===== src/rtl/code_entry.sv =====
// Keypad digit-entry buffer for the six-digit lock: collects digits, handles
// backspace/clear/enter and holds a check request. Optional CODE_ENTRY_AUTO_ENTER_EN.
module code_entry #(
  parameter int unsigned TIMEOUT_CYCLES = 50_000_000,
  parameter int unsigned CHECK_CYCLES   = 4
) (
  input  logic       clk,
  input  logic       rst_n,
  input  logic       key_valid,
  input  logic [3:0] key_code,
  output logic [3:0] d1,
  output logic [3:0] d2,
  output logic [3:0] d3,
  output logic [3:0] d4,
  output logic [3:0] d5,
  output logic [3:0] d6,
  output logic [2:0] cnt,
  output logic       check,
  output logic       busy,
  output logic       short_err,
  output logic       timeout
);

  localparam int unsigned TW         = $clog2(TIMEOUT_CYCLES + 1);
  localparam int unsigned CW         = $clog2(CHECK_CYCLES + 1);
  localparam int unsigned NUM_DIGITS = 6;

  localparam logic [3:0] KEY_DIGIT_MAX = 4'h9;
  localparam logic [3:0] KEY_BKSP      = 4'hA;
  localparam logic [3:0] KEY_CLEAR     = 4'hB;
  localparam logic [3:0] KEY_ENTER     = 4'hE;

  typedef enum logic [1:0] {S_IDLE, S_ENTRY, S_CHECK, S_DONE} state_t;

  state_t        state, state_nxt;
  logic [3:0]    dig     [0:NUM_DIGITS-1];
  logic [3:0]    dig_nxt [0:NUM_DIGITS-1];
  logic [2:0]    cnt_nxt;
  logic [TW-1:0] timer, timer_nxt;
  logic [CW-1:0] ccnt, ccnt_nxt;
  logic          check_nxt, busy_nxt, short_nxt, timeout_nxt;
  logic          clear_all;

  // State register
  always_ff @(posedge clk or negedge rst_n) begin
    if (!rst_n) state <= S_IDLE;
    else        state <= state_nxt;
  end

  // Next-state, datapath and output decode
  always_comb begin
    state_nxt   = state;
    for (int i = 0; i < NUM_DIGITS; i++) dig_nxt[i] = dig[i];
    cnt_nxt     = cnt;
    timer_nxt   = '0;
    ccnt_nxt    = ccnt;
    short_nxt   = 1'b0;
    timeout_nxt = 1'b0;
    clear_all   = 1'b0;

    unique case (state)
      S_IDLE, S_ENTRY: begin
        if (key_valid) begin
          if (key_code <= KEY_DIGIT_MAX) begin
            if (cnt < 3'd6) begin
              dig_nxt[cnt] = key_code;
              cnt_nxt      = cnt + 3'd1;
              state_nxt    = S_ENTRY;
`ifdef CODE_ENTRY_AUTO_ENTER_EN
              if (cnt == 3'd5) begin
                state_nxt = S_CHECK;
                ccnt_nxt  = CW'(CHECK_CYCLES);
              end
`endif
            end
          end else begin
            case (key_code)
              KEY_BKSP: begin
                if (cnt != 3'd0) begin
                  dig_nxt[3'(cnt - 3'd1)] = 4'h0;
                  cnt_nxt                 = cnt - 3'd1;
                  if (cnt == 3'd1) state_nxt = S_IDLE;
                end
              end
              KEY_CLEAR: clear_all = 1'b1;
`ifndef CODE_ENTRY_AUTO_ENTER_EN
              KEY_ENTER: begin
                if (cnt == 3'd6) begin
                  state_nxt = S_CHECK;
                  ccnt_nxt  = CW'(CHECK_CYCLES);
                end else if (cnt != 3'd0) begin
                  clear_all = 1'b1;
                  short_nxt = 1'b1;
                end
              end
`endif
              default: ;
            endcase
          end
        end else if (state == S_ENTRY) begin
          // Inter-key timer; any key_valid above restarts it
          if (timer == TW'(TIMEOUT_CYCLES - 1)) begin
            clear_all   = 1'b1;
            timeout_nxt = 1'b1;
          end else begin
            timer_nxt = timer + TW'(1);
          end
        end
      end
      S_CHECK: begin
        if (ccnt <= CW'(1)) state_nxt = S_DONE;
        else                ccnt_nxt  = ccnt - CW'(1);
      end
      S_DONE:  clear_all = 1'b1;
      default: state_nxt = S_IDLE;
    endcase

    if (clear_all) begin
      for (int i = 0; i < NUM_DIGITS; i++) dig_nxt[i] = 4'h0;
      cnt_nxt   = 3'd0;
      state_nxt = S_IDLE;
    end

    check_nxt = (state_nxt == S_CHECK);
    busy_nxt  = (state_nxt == S_CHECK) || (state_nxt == S_DONE);
  end

  // Datapath and registered outputs
  always_ff @(posedge clk or negedge rst_n) begin
    if (!rst_n) begin
      for (int i = 0; i < NUM_DIGITS; i++) dig[i] <= 4'h0;
      cnt       <= 3'd0;
      timer     <= '0;
      ccnt      <= '0;
      check     <= 1'b0;
      busy      <= 1'b0;
      short_err <= 1'b0;
      timeout   <= 1'b0;
    end else begin
      for (int i = 0; i < NUM_DIGITS; i++) dig[i] <= dig_nxt[i];
      cnt       <= cnt_nxt;
      timer     <= timer_nxt;
      ccnt      <= ccnt_nxt;
      check     <= check_nxt;
      busy      <= busy_nxt;
      short_err <= short_nxt;
      timeout   <= timeout_nxt;
    end
  end

  assign d1 = dig[0];
  assign d2 = dig[1];
  assign d3 = dig[2];
  assign d4 = dig[3];
  assign d5 = dig[4];
  assign d6 = dig[5];

endmodule


===== config.mk =====
export PLATFORM = sky130hd
export DESIGN_NAME = code_entry
export DESIGN_NICKNAME = d
export VERILOG_FILES = /design/src/rtl/code_entry.sv
export SDC_FILE = /design/constraint.sdc
export NUM_CORES = 1
export LEC_CHECK = 0
export ABC_AREA = 1
export CAP_MARGIN = 10
export CORE_ASPECT_RATIO = 0.5
export CORE_UTILIZATION = 52
export CTS_CLUSTER_SIZE = 10
export DETAILED_ROUTE_END_ITERATION = 12
export GPL_TIMING_DRIVEN = 0
export PLACE_DENSITY = 0.76
export SETUP_SLACK_MARGIN = 0.02
export SLEW_MARGIN = 20
export SYNTH_ARGS = -nofsm -noshare
export SYNTH_HDL_FRONTEND = slang
export SYNTH_SLANG_ARGS = --single-unit

===== constraint.sdc =====
create_clock -name clk -period 1.8 [get_ports clk]
set_input_delay 0.36 -clock clk [delete_from_list [all_inputs] [get_ports clk]]
set_output_delay 0.36 -clock clk [all_outputs]
set_load 0.01 [all_outputs]

Layout detail:
Region (79, 1) to (109, 31) microns. Cells in grey, sequential cells in the stronger grey; small squares are vias.
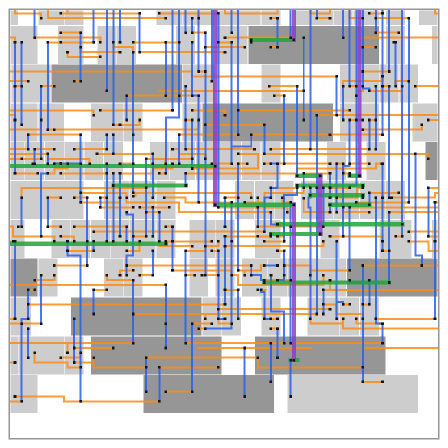
- green: metal 3
- purple: metal 4
- blue: metal 2
- orange: metal 1
- most frequent: nand2_1 (20), nor2_1 (18), inv_1 (10)
- netlist names of flops here include: timer (8)
- sequential cells in the window: 8
- cells with their middle in the window: 82

Where the registers sit:
Bar = 50 microns.
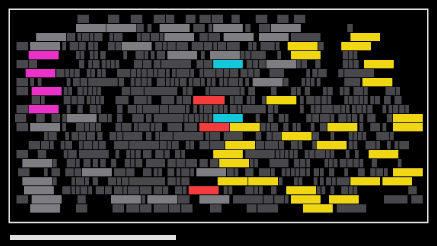
- magenta: d5 (flops 4)
- red: cnt (flops 3)
- yellow: timer (flops 26)
- cyan: state (flops 2)
post-layout utilization of the core: 69.4%
power of the sequential group: 0.00200 W
combined flip-flop and latch cell area: 1550 sq um
fraction of area in registers: 30.3%

==> results.yml <==
# yosys + openroad results
timing:
  setup_viol: 4
  final_critical_path_setup_slack_ns: -0.0408
logic_synthesis:
  simple_gate_area_share_pct: 33.5
  synthesis.instances: 529
power_and_ir_drop:
  combPwrFrac_pct: 43.1
  top_power_group: "combinational logic"
  power.density_cell_area_nw_per_um2: 1280
route:
  met3RoutedLength_microns: 695
  detail_route.wirelength_mm: 11.0
  drt.antenna.violating_nets: 0
  first_iter_violations: 423
placed_design:
  hpwl_mm: 7.21
cells_and_area:
  tally_of_clock_buffers_in_the_finished_layout: 13
  post_layout_nonfiller_instances: 697
  final_net_count: 613
  buffer_area_share_pct: 13.8
worst_setup_path:
  cp_peak_stage_delay_ns: 0.40
  crit_path_cell_trace: "buf_6 > clkinv_8 > ha_1 > xnor2_2 > buf_4 > nand3_2 > nand2_1 > a21boi_0 > nand4_1 > nand2_1"
outcome:
  status: "finished with violations"
  violated_checks: "negative setup slack"
global_route:
  globalRouteMet3Util_pct: 6.87
die:
  chip_area_sq_um: 8040
## worst paths after layout
check,end,from,depth (start not counted)
worst max-delay path,d2[0],cnt[0],10
max in group asynchronous,cnt[1],rst_n,3
min in group clk,short_err,state[1],1
worst min register to register,short_err,state[1],1
worst max register to register,d2[0],cnt[0],10
worst min-delay path,timer[14],rst_n,2
## sequential cells by signal, indices dropped and copies added, names as in the netlist
signal	count
d1	4
busy	1
d5	4
d3	4
state	2
d2	4
ccnt	3
timer	26
short_err	1
d4	4
timeout	1
cnt	3
check	1
d6	4
## timing repair
action                                  in CTS  in global routing
endpoints found under the hold margin       28                  0
pin swaps                                    4                  9
setup buffers                               15                  4
hold buffers                                 1                  0
gates cloned                                 2                  0
endpoints found under the setup margin      31                 33
resized                                     25                 21
Power figures rest on the tool's default switching activity, not on a simulated workload.
